<file path="config.mk">
export PLATFORM = sky130hd
export DESIGN_NAME = uart_rx_fifo
export DESIGN_NICKNAME = d
export VERILOG_FILES = /design/src/rtl/uart_pkg.sv /design/src/rtl/uart_fifo_mem.sv /design/src/rtl/uart_rx_fifo.sv
export SDC_FILE = /design/constraint.sdc
export NUM_CORES = 1
export LEC_CHECK = 0
export ABC_AREA = 1
export CORE_ASPECT_RATIO = 1.1
export CORE_UTILIZATION = 40
export CTS_BUF_LIST = sky130_fd_sc_hd__clkbuf_8 sky130_fd_sc_hd__clkbuf_16
export DETAILED_ROUTE_END_ITERATION = 7
export PLACE_DENSITY = 0.57
export SLEW_MARGIN = 5
export SYNTH_ARGS = -nofsm -noshare
export SYNTH_HDL_FRONTEND = slang
export SYNTH_SLANG_ARGS = --single-unit
</file>
<file path="constraint.sdc">
create_clock -name clk -period 2.25 [get_ports clk]
set_clock_uncertainty 0.2 [all_clocks]
set_input_delay 0.225 -clock clk [delete_from_list [all_inputs] [get_ports clk]]
set_output_delay 0.225 -clock clk [all_outputs]
set_load 0.1 [all_outputs]
</file>
<file path="src/rtl/uart_pkg.sv">
// Shared UART definitions: default byte width, FIFO depth and pointer sizing.
package uart_pkg;

  // Width of one UART data byte.
  localparam int DATA_BIT_DEFAULT = 8;

  // Default depth for the receive FIFO, and later the transmit FIFO.
  localparam int UART_FIFO_DEPTH = 16;

  // Pointer width for a power-of-two FIFO depth.
  function automatic int ptrWidth(input int depth);
    return (depth > 1) ? $clog2(depth) : 1;
  endfunction

  // Pointer width for the default depth.
  localparam int UART_FIFO_PTR_W = ptrWidth(UART_FIFO_DEPTH);

endpackage

</file>
<file path="src/rtl/uart_fifo_mem.sv">
// Register-array FIFO storage: one synchronous write port and one asynchronous
// read port. Contents are deliberately not reset.
module uart_fifo_mem
  import uart_pkg::*;
#(
  parameter int WIDTH = DATA_BIT_DEFAULT,
  parameter int DEPTH = UART_FIFO_DEPTH,
  localparam int AW = ptrWidth(DEPTH)
) (
  input  logic             clk,
  input  logic             wr_en,
  input  logic [AW-1:0]    wr_addr,
  input  logic [WIDTH-1:0] wr_data,
  input  logic [AW-1:0]    rd_addr,
  output logic [WIDTH-1:0] rd_data
);

  logic [WIDTH-1:0] memQ [DEPTH];

  // Store the incoming word at the write address when enabled.
  always_ff @(posedge clk) begin
    if (wr_en) begin
      memQ[wr_addr] <= wr_data;
    end
  end

  assign rd_data = memQ[rd_addr];

endmodule

</file>
<file path="src/rtl/uart_rx_fifo.sv">
// Receive buffer behind the UART receiver: circular FIFO with a show-ahead
// valid/ready read port, occupancy flags and a sticky overrun flag.
module uart_rx_fifo
  import uart_pkg::*;
#(
  parameter int DATA_BIT    = DATA_BIT_DEFAULT,
  parameter int DEPTH       = UART_FIFO_DEPTH,
  parameter int AFULL_LEVEL = 12,
  localparam int AW = ptrWidth(DEPTH),
  localparam int CW = $clog2(DEPTH) + 1
) (
  input  logic                clk,
  input  logic                reset,
  input  logic [DATA_BIT-1:0] rx_data,
  input  logic                rx_done,
  output logic [DATA_BIT-1:0] rd_data,
  output logic                rd_valid,
  input  logic                rd_ready,
  output logic [CW-1:0]       count,
  output logic                empty,
  output logic                full,
  output logic                almost_full,
  output logic                overrun,
  input  logic                overrun_clr
);

  logic [AW-1:0] wrPtr_q, wrPtr_d;
  logic [AW-1:0] rdPtr_q, rdPtr_d;
  logic [CW-1:0] count_q, count_d;
  logic          overrun_q, overrun_d;
  logic          readFire;
  logic          writeAccept;
  logic          writeDrop;

  // Flags come straight from the occupancy register.
  assign empty       = (count_q == '0);
  assign full        = (count_q == CW'(DEPTH));
  assign almost_full = (count_q >= CW'(AFULL_LEVEL));
  assign rd_valid    = !empty;
  assign count       = count_q;
  assign overrun     = overrun_q;

  // A full FIFO can still take a byte when a read frees a slot this cycle.
  assign readFire    = rd_valid && rd_ready;
  assign writeAccept = rx_done && (!full || readFire);
  assign writeDrop   = rx_done && !writeAccept;

  uart_fifo_mem #(
    .WIDTH (DATA_BIT),
    .DEPTH (DEPTH)
  ) uMem (
    .clk     (clk),
    .wr_en   (writeAccept),
    .wr_addr (wrPtr_q),
    .wr_data (rx_data),
    .rd_addr (rdPtr_q),
    .rd_data (rd_data)
  );

  // Next-state for pointers, occupancy and the sticky overrun flag.
  always_comb begin
    wrPtr_d   = wrPtr_q;
    rdPtr_d   = rdPtr_q;
    count_d   = count_q;
    overrun_d = overrun_q;

    if (writeAccept) begin
      wrPtr_d = wrPtr_q + AW'(1);
    end
    if (readFire) begin
      rdPtr_d = rdPtr_q + AW'(1);
    end

    case ({writeAccept, readFire})
      2'b10:   count_d = count_q + CW'(1);
      2'b01:   count_d = count_q - CW'(1);
      default: count_d = count_q;
    endcase

    if (writeDrop) begin
      overrun_d = 1'b1;
    end else if (overrun_clr) begin
      overrun_d = 1'b0;
    end
  end

  // State registers; reset empties the FIFO but leaves memory contents alone.
  always_ff @(posedge clk or negedge reset) begin
    if (!reset) begin
      wrPtr_q   <= '0;
      rdPtr_q   <= '0;
      count_q   <= '0;
      overrun_q <= 1'b0;
    end else begin
      wrPtr_q   <= wrPtr_d;
      rdPtr_q   <= rdPtr_d;
      count_q   <= count_d;
      overrun_q <= overrun_d;
    end
  end

endmodule

</file>
### Routed metal per tile

(3 px per um) The die is cut into 24 by 26 equal tiles; black is low, pale yellow is high, scaled to the fullest tile. Values are wire area over tile area, all layers added.
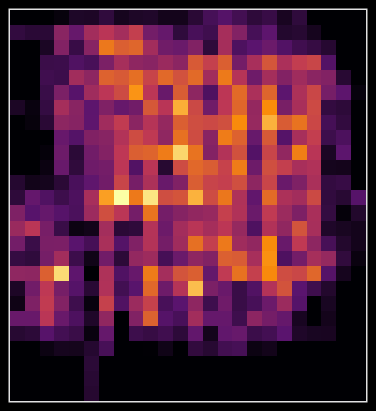
densest ninth of the die = center
mean over tiles = 0.14
tiles over half the peak = 18%
emptiest ninth of the die = lower right

==> results.tsv <==
stage	metric	value	unit
critical_path	Largest delay share family, worst path	buffers and inverters	
floorplan	Core ar.	14500	um^2
critical_path	CP Class	flip-flop to output pin	
synthesis	area share, top type	64.2	%
synthesis	syn_nets	509	
global_routing	GR Util met1	24.2	%
drt	routed wire length	13700	um
critical_path	slowest stage delay, CP	0.44	ns
power_and_ir_drop	Worst VDD drop	968	uV
min_path	Worst Hold End	overrun	
power_and_ir_drop	switch share	42.8	%
min_path	hold_sp	overrun_clr	
synthesis	cell taking the most area after synthesis	edfxtp_1	
critical_path	CP Capture Type	output pin	
global_routing	initial antenna violation count	0	
place	post-DP HPWL	8440	um
min_path	Min-Delay Path Class	input pin to flip-flop	
sta	fin crit period	2.38	ns
power_and_ir_drop	cell-internal power	7.07	mW
critical_path	Setup crit start	rdPtr_q[0]	
floorplan	Die ar.	15500	um^2
drt	Final ANT Viol Nets	0	
critical_path	Worst EP required	1.82	ns
floorplan	io pins	31	
outcome	status	finished with violations	
sta	period utilization	106	%
final_layout	non-filler cells, final	762	
sta	final worst slack	-0.132	ns
floorplan	Die W	119	um
floorplan	floorplan row count	46	
place	Placed Cells incl. Taps	719	
final_layout	Final Util	53.8	%
clocking	worst skew pair latency	0.42	ns
critical_path	crit path max fanout	8	
drt	DRT iter0 DRCs	352	
sta	final tally of setup violations	8	
drt	vias per cell	5.21	
global_routing	total gr overflow	0	
critical_path	CP dominant cell by count	buf_12	
synthesis	post-synth area from yosys stat	5990	um^2
critical_path	R2R setup slack	0.16	ns
critical_path	CP max stage cell	dfrtp_2	
place	DP Worst Slack	0.0942	ns
job	total of max-cap violations	0	
global_routing	met3 usage	5.20	%
global_routing	first-pass GRT wire length	21800	um
sta	Worst-Margin Slew	0.693	ns
clocking	Num CTS Buffers	17	
synthesis	Post-Syn Area per Cell	12.3	um^2
power_and_ir_drop	Clk pwr share	19.9	%
sta	Slew Viols, Final	0	
critical_path	Worst Path Buf+Inv	4	
clocking	worst-case clock buffer depth	2	
synthesis	cell area after synthesis	5990	um^2
critical_path	CP Cell Sequence	clkinv_4, buf_12, buf_16, o21ai_2, o211ai_1, nand3_1, nand2_2, buf_12	
min_path	Worst Hold Path Cells	2	
clocking	clock sink count	142	
clocking	clock root cell	clkbuf_16	
power_and_ir_drop	switching power total	5.29	mW
critical_path	R2R cell count	13	
synthesis	Seq/Total Area, Yosys	70.1	%
synthesis	Seq cells post-synth	142	
clocking	clock-pin slew on the worst setup and hold paths	0.06	ns
floorplan	floorplan utilization	41.3	%
power_and_ir_drop	Logic pwr share	52.0	%
job	tool warnings	32	
drt	number of detailed-route iterations in the first pass	5	
critical_path	worst r2r src	count[2]	
outcome	failing checks	setup timing	
synthesis	post-synthesis cell count	487	
critical_path	arrival time worst endpoint	1.96	ns
global_routing	Total GRT Usage	19.4	%
power_and_ir_drop	PwrDens	1580	nW/um^2
clocking	CTS tree	yes	
sta	Max-slew headroom	53.6	%
final_layout	Area Growth Syn to Fin	30.4	%
synthesis	top cells, area	edfxtp_1, nor2_1, dfrtp_1	
sta	fmax	0.420	GHz
final_layout	Nets	581	
power_and_ir_drop	Pleak	2.83	nW
final_layout	Ant. Diodes	0	
critical_path	worst r2r dst	count[4]	
global_routing	GRT met2 Usage	32.3	%
global_routing	via count of the first global-routing pass	3995	
place	port buffer count	30	
final_layout	layout cells sized above 1	27.5	%
synthesis	yosys warns	0	
synthesis	Distinct lib cells used	29	
place	gpl congestion	0.762	
### Metal 3

(4 px per um)
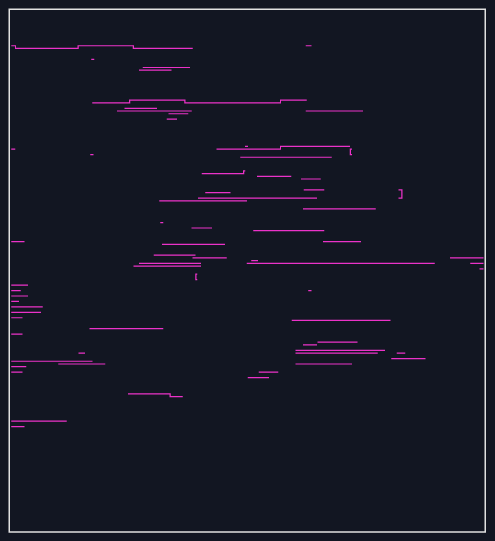
nets with wire on the layer = 53
longest straight run = 46.7 um
share of all routed wire = 5.3%

## through the flow
stage | TNS [ns] | power (mW) | area [um^2]
2_1_floorplan | -0.554 | 7.20 | 6060
3_3_place_gp | 0 | 8.88 | 6830
3_5_place_dp | 0 | 8.94 | 6830
4_1_cts | -0.902 | 12.4 | 7780
5_1_grt | -1.48 | 12.9 | 7810
6_report | -0.882 | 12.4 | 7810
## cells in the mapped netlist (all sizes together)
| master | instances |
|---|---|
| o21ai | 71 |
| ha | 8 |
| nand2 | 31 |
| nand4 | 1 |
| clkinv | 2 |
| clkbuf | 8 |
| dfrtp | 14 |
| o32ai | 1 |
| or2 | 1 |
| a21oi | 8 |
| xor2 | 8 |
| buf | 17 |
| inv | 28 |
| o211ai | 32 |
| edfxtp | 128 |
| fa | 1 |
| nor2 | 103 |
| nand3 | 25 |
## per-layer routing
| layer | vias up | part of all wire (%) |
|---|---|---|
| li1 | 1886 | - |
| met1 | 1952 | 43 |
| met2 | 112 | 50 |
| met3 | 17 | 5.3 |
| met5 | - | 0 |
| met4 | 0 | 1.4 |
## cell usage in the layout (no fill, tap or decap), types with 6 or more instances in the layout
cell	synthesis	layout
edfxtp_1	128	128
ha_1	8	7
o21ai_0	68	35
o21ai_1	2	24
clkdlybuf4s50_1	0	12
nand2_1	28	19
inv_1	26	28
nand2_2	2	11
a21oi_2	0	6
nor2_2	2	17
buf_12	0	18
buf_4	5	37
nor2_1	101	82
clkbuf_16	0	17
o21ai_2	0	11
o211ai_1	32	32
buf_16	0	7
nand3_1	22	20
xor2_1	7	7
dfrtp_1	14	8
## power groups by stage
stage / Sequential, mW / Combinational [mW] / Clock (mW)
after floorplan: 3.79 / 3.41 / 0
after global placement: 3.49 / 5.39 / 0
after detailed placement: 3.50 / 5.44 / 0
after CTS: 3.46 / 6.46 / 2.49
after global routing: 3.51 / 6.82 / 2.58
final: 3.47 / 6.43 / 2.45
## kinds of logic (layout without fill, tap and decap cells)
kind of cell	Yosys count	after routing	synth area share, %
AND/OR/NAND/NOR	161	161	11.2
AND-OR/OR-AND	112	112	11.0
XOR/XNOR	8	8	1.30
buffers and inverters	55	138	4.45
flip-flops	142	142	70.1
adder cells (fa/ha/maj)	9	9	2.01
## repair_timing
item                                    4_1_cts  5_1_grt
setup buffers                                 5        0
endpoints found under the setup margin        8        8
hold buffers                                  1        0
cloned                                        9        0
hold endpoints to repair                     14        0
resized                                      72       26
pin swaps                                    30       20
## layout make-up
cell class | instances | area (um^2)
fill | 1232 | 6700
sequential | 142 | 4210
multi-input combinational | 290 | 1720
timing repair buffer | 78 | 998
clock buffer | 17 | 425
tap | 192 | 240
inverter | 30 | 123
clock inverter | 13 | 87.6
## registers in the layout (all words and copies together) (netlist names)
signal     flops
uMem.memQ    128
count          5
rdPtr_q        4
wrPtr_q        4
overrun        1
## worst max path at each step
stage,end,slack [ns],cells after the start
after floorplan,count[4],-0.22,13
after global routing,rd_data[5],-0.21,8
after detailed placement,count[4],0.09,14
after global placement,uMem.memQ[12][5],0.11,7
final,rd_data[5],-0.13,8
after CTS,rd_data[5],-0.13,8
Power figures rest on the tool's default switching activity, not on a simulated workload.
